Figure 1. Signal wires by layer.
Scale bar: 20 um.
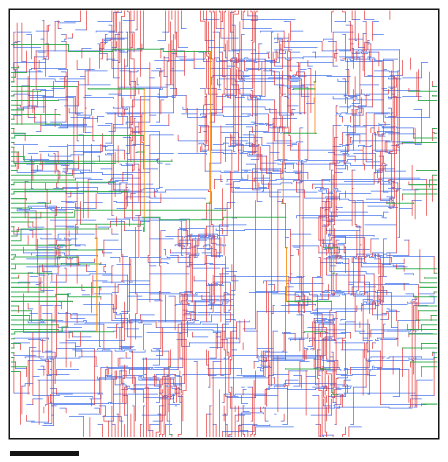
Figure 2. Placement by cell class.
Scale bar: 20 um. Fill, decap, tap and diode cells in gray.
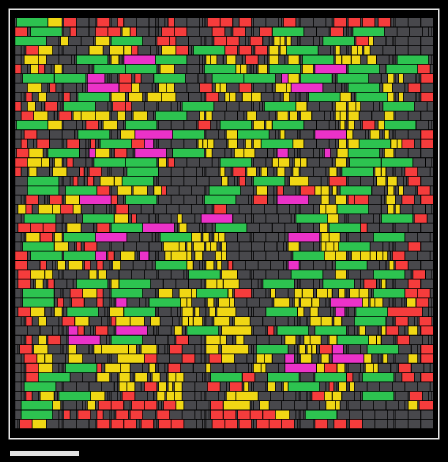
Figure 3. Cell placement.
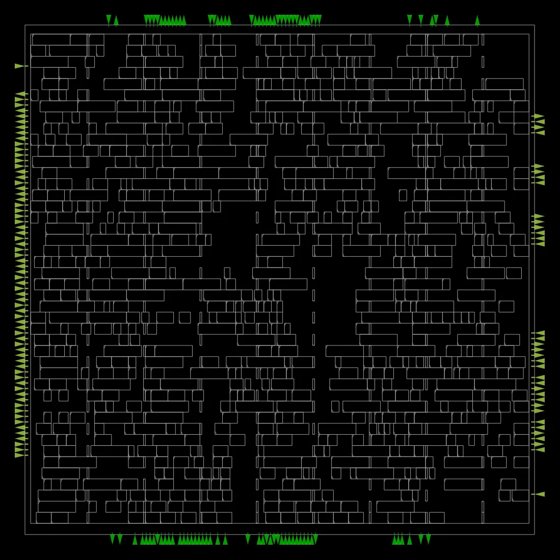
Figure 4. Gate-type map.
Scale bar: 20 um.
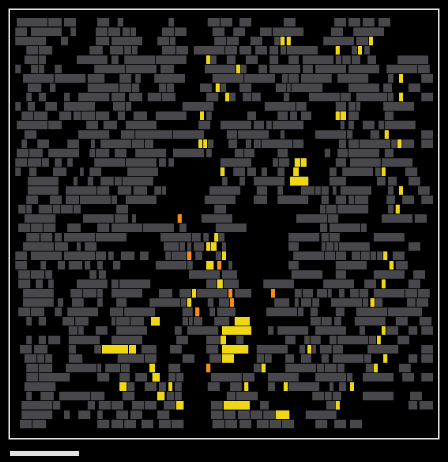
$ cat config.mk
export PLATFORM = sky130hd
export DESIGN_NAME = mem_ctrl
export DESIGN_NICKNAME = d
export VERILOG_FILES = /design/src/rtl/mem_ctrl.sv
export SDC_FILE = /design/constraint.sdc
export NUM_CORES = 1
export LEC_CHECK = 0
export CAP_MARGIN = 20
export CELL_PAD_IN_SITES_DETAIL_PLACEMENT = 0
export CELL_PAD_IN_SITES_GLOBAL_PLACEMENT = 1
export CORE_UTILIZATION = 38
export CTS_CLUSTER_DIAMETER = 50
export DETAILED_ROUTE_END_ITERATION = 8
export GPL_ROUTABILITY_DRIVEN = 0
export GPL_TIMING_DRIVEN = 0
export PLACE_DENSITY_LB_ADDON = 0.1
export SYNTH_ARGS = -nofsm -noshare
export SYNTH_HDL_FRONTEND = slang
export SYNTH_SLANG_ARGS = --single-unit
$ cat constraint.sdc
create_clock -name clk -period 3.2 [get_ports clk]
set_input_delay 0.8 -clock clk [delete_from_list [all_inputs] [get_ports clk]]
set_output_delay 0.8 -clock clk [all_outputs]
set_load 0.05 [all_outputs]
$ cat src/rtl/mem_ctrl.sv
// Word-wide memory controller between the CPU bus and a synchronous-read RAM,
// with a two-register I/O block (switches/LEDs and a free-running cycle counter).
module mem_ctrl #(
    parameter int          MEM_WORDS   = 256,
    parameter int          WAIT_CYCLES = 2,
    parameter logic [31:0] MMIO_BASE   = 32'hFFFF_0000
) (
    input  logic                         clk,
    input  logic                         rst_n,
    input  logic                         req,
    input  logic                         we,
    input  logic [31:0]                  addr,
    input  logic [31:0]                  wdata,
    output logic [31:0]                  rdata,
    output logic                         ready,
    output logic                         err,
    output logic                         ram_en,
    output logic                         ram_we,
    output logic [$clog2(MEM_WORDS)-1:0] ram_addr,
    output logic [31:0]                  ram_wdata,
    input  logic [31:0]                  ram_rdata,
    input  logic [7:0]                   sw_in,
    output logic [7:0]                   led_out
);
    localparam int          AW        = $clog2(MEM_WORDS);
    localparam logic [32:0] RAM_BYTES = 33'(MEM_WORDS) * 33'd4;
    localparam logic [31:0] MMIO_IO   = MMIO_BASE;
    localparam logic [31:0] MMIO_CNT  = MMIO_BASE + 32'd4;

    typedef enum logic [1:0] {IDLE, ACCESS, WAIT, RESP} state_t;

    typedef struct packed {
        logic          we;
        logic [AW-1:0] waddr;
        logic [31:0]   wdata;
    } txn_t;

    state_t      state;
    txn_t        cur;
    logic [3:0]  wait_cnt;
    logic [31:0] cycle_cnt;
    logic        in_ram;

    assign in_ram = ({1'b0, addr} < RAM_BYTES);

    // RAM strobes are decoded from state so an async reset kills them at once.
    assign ram_en    = (state == ACCESS);
    assign ram_we    = ram_en & cur.we;
    assign ram_addr  = ram_en ? cur.waddr : '0;
    assign ram_wdata = ram_en ? cur.wdata : '0;

    always_ff @(posedge clk or negedge rst_n) begin
        if (!rst_n) cycle_cnt <= '0;
        else        cycle_cnt <= cycle_cnt + 32'd1;
    end

    always_ff @(posedge clk or negedge rst_n) begin
        if (!rst_n) begin
            state    <= IDLE;
            cur      <= '0;
            wait_cnt <= '0;
            ready    <= 1'b0;
            err      <= 1'b0;
            rdata    <= '0;
            led_out  <= '0;
        end else begin
            case (state)
                IDLE: if (req) begin
                    cur <= '{we: we, waddr: addr[2 +: AW], wdata: wdata};
                    if (addr[1:0] != 2'b00) begin
                        state <= RESP;
                        ready <= 1'b1;
                        err   <= 1'b1;
                        rdata <= '0;
                    end else if (in_ram) begin
                        state <= ACCESS;
                    end else if (addr == MMIO_IO) begin
                        state <= RESP;
                        ready <= 1'b1;
                        err   <= 1'b0;
                        if (we) begin
                            led_out <= wdata[7:0];
                            rdata   <= '0;
                        end else begin
                            rdata   <= {24'b0, sw_in};
                        end
                    end else if (addr == MMIO_CNT) begin
                        // counter register is read-only; writes complete silently
                        state <= RESP;
                        ready <= 1'b1;
                        err   <= 1'b0;
                        rdata <= we ? 32'd0 : cycle_cnt;
                    end else begin
                        state <= RESP;
                        ready <= 1'b1;
                        err   <= 1'b1;
                        rdata <= '0;
                    end
                end
                ACCESS: begin
                    state    <= WAIT;
                    wait_cnt <= 4'(WAIT_CYCLES);
                end
                WAIT: begin
                    if (wait_cnt == 4'd0) begin
                        state <= RESP;
                        ready <= 1'b1;
                        err   <= 1'b0;
                        rdata <= cur.we ? 32'd0 : ram_rdata;
                    end else begin
                        wait_cnt <= wait_cnt - 4'd1;
                    end
                end
                RESP: begin
                    state <= IDLE;
                    ready <= 1'b0;
                    err   <= 1'b0;
                end
                default: state <= IDLE;
            endcase
        end
    end
endmodule

==> summary.txt <==
The synthesis and PnR run went through. The flow ran to the end, and the final reports show no timing, DRC or antenna violations. Summing all multiplexer cells gives an area fraction of 0.100. Endpoint required time on the critical path landed at between 2 and 2.5 ns. Among the non-sequential cells, simple AND/OR/NAND/NOR gates take the most area. The worst path needs slightly above 3 ns of the cycle, external delays included. Post-route antenna net violation count landed at 0. Maximum count of clock buffers along a single path landed at 2. Sequential cells consume a total of 2.35 mW. Looking at the setup timing report, the critical path kind is flip-flop to output pin. Once the clock tree was built, the setup fixing pass inserted 0 buffers. Horizontal die size landed at between 100 and 150 um.

Fraction of the mapped netlist area in compound gates landed at 0.0896. Number of instances in the synthesized netlist landed at 494. In the post-route report, total wirelength is listed as 14700 um. Post-placement cell area landed at 0.00789 mm2. Of the total power, registers draw 0.295. Post-synthesis cell area landed at 0.00571 mm2.

The flow measured a signed area growth from synthesis to layout of 44.9%. Detailed route wirelength on metal3 landed at 1150 um. Number of DRC violations after detailed routing landed at 0.

In this run, power in the clock network comes to 1.79 mW. Sum of internal, switching and leakage power landed at 7.96 mW. 192 I/O pins were placed. The slowest stage of the critical path belongs to the cell clkdlybuf4s15_1. Worst slew margin relative to its limit landed at 0.608. The highest metal layer carrying signal wires in the routed design is met4. Of the total synthesized cell area, the portion taken by XOR and XNOR cells is 0.0475.

The transition time recorded at the tightest slew-check pin is around 0.58 ns. For the final database, setup skew stands at roughly 0.009 ns. The netlist uses 49 different library cells. Floorplan die area landed at 0.0155 mm2. STA classifies the critical path endpoint as an output pin. Via count of the routed design landed at between 4000 and 5000.

In this run, synthesis produced a sequential element count of 121. Proportion of power drawn by the clock network landed at 0.225. Portion of the post-synthesis area used by sequential elements landed at 0.530.

Per the final layout report, the fraction of cells sized above drive strength 1 comes to 0.201. STA reports the tightest min-delay check as being of type primary input to async pin. Clock-pin slew on the worst setup and hold paths landed at 0.05 ns. Layout net count landed at 820. In this run, post-CTS repair resized a total of between 40 and 50 instances. Wire length of the first global-routing pass landed at 24700 um. Total setup violations reported at the end of the flow landed at 0. For this configuration, the core starts out at a cell density of 0.392. TritonCTS built the clock tree. The number of antenna diodes in the final layout is 0.

On the worst path, the slowest cell contributes a delay of 0.50 ns.
About Figure 1:
layer	color	wire length
M3	green	1150 um
M2	red	7230 um
M4	orange	187 um
M1	blue	6140 um

About Figure 2:
class	color	cells	share of their area
clock drivers and dummy loads	magenta	32	7.0%
remaining logic cells	yellow	352	32%
registers	green	121	38%
remaining buffers and delay cells	red	213	24%

About Figure 3:
tap cell instance count: 184
final core area utilization: 0.567
site row count: 44

About Figure 4:
family	color	cells	most used
inv cells	orange	8	inv_1
nor cells	yellow	64	nor2_1
number of standard cells in the final layout excluding fillers: 902
fraction of area in multi-input gates: 0.306
leading cell type in the layout, fill and taps excluded: clkdlybuf4s50_1

[path summary, 6_finish.rpt]
| check | slack, ns | from | to | depth (start not counted) |
|---|---|---|---|---|
| max | 0.16 | state[1] | ram_wdata[24] | 5 |
| max reg2reg | 0.82 | state[0] | rdata[31] | 7 |
| min | 0.26 | rst_n | rdata[1] | 1 |
| min in group clk | 0.50 | cur[33] | cur[33] | 1 |
| max in group asynchronous | 2.16 | rst_n | cur[35] | 2 |
| min reg2reg | 0.50 | cur[33] | cur[33] | 1 |
[Yosys cell counts, drive strengths merged (2+ instances only)]
library cell    n  share of area
a22oi          32          0.042
nor3            9         0.0088
and3            8         0.0090
buf            13          0.014
nor4            8          0.017
xnor2          21          0.032
and4            5         0.0077
a21oi          28          0.025
dfrtp         121           0.53
and2           42          0.046
or3             3         0.0033
nor4b           2         0.0068
o21ai           6         0.0053
nand4          21          0.027
a31oi           8         0.0088
mux2           50          0.099
nor3b           2         0.0035
ha              7          0.015
nor2           42          0.029
nand3          14          0.014
clkbuf          8         0.0088
nand2          13         0.0085
inv             8         0.0053
xor2           10          0.015
[routing by layer]
layer / up-vias / track usage
li1: 2209 / -
met1: 2246 / 0.237
met2: 133 / 0.327
met3: 18 / 0.0777
met4: 0 / 0.0723
met5: - / 0
[layout make-up]
type,count,area (um2)
sequential,121,3030
tap,184,230
buffer,21,129
timing repair buffer,192,1770
clock inverter,14,126
clock buffer,18,439
inverter,8,30.0
multi-input combinational,344,2530
fill,1267,6310
[state kept, by name, indices dropped and copies added, names as in the netlist]
| name | cells |
|---|---|
| rdata | 32 |
| state | 2 |
| err | 1 |
| ready | 1 |
| led_out | 8 |
| wait_cnt | 4 |
| cycle_cnt | 32 |
| cur | 41 |
Power is estimated from default activity; no workload was simulated.
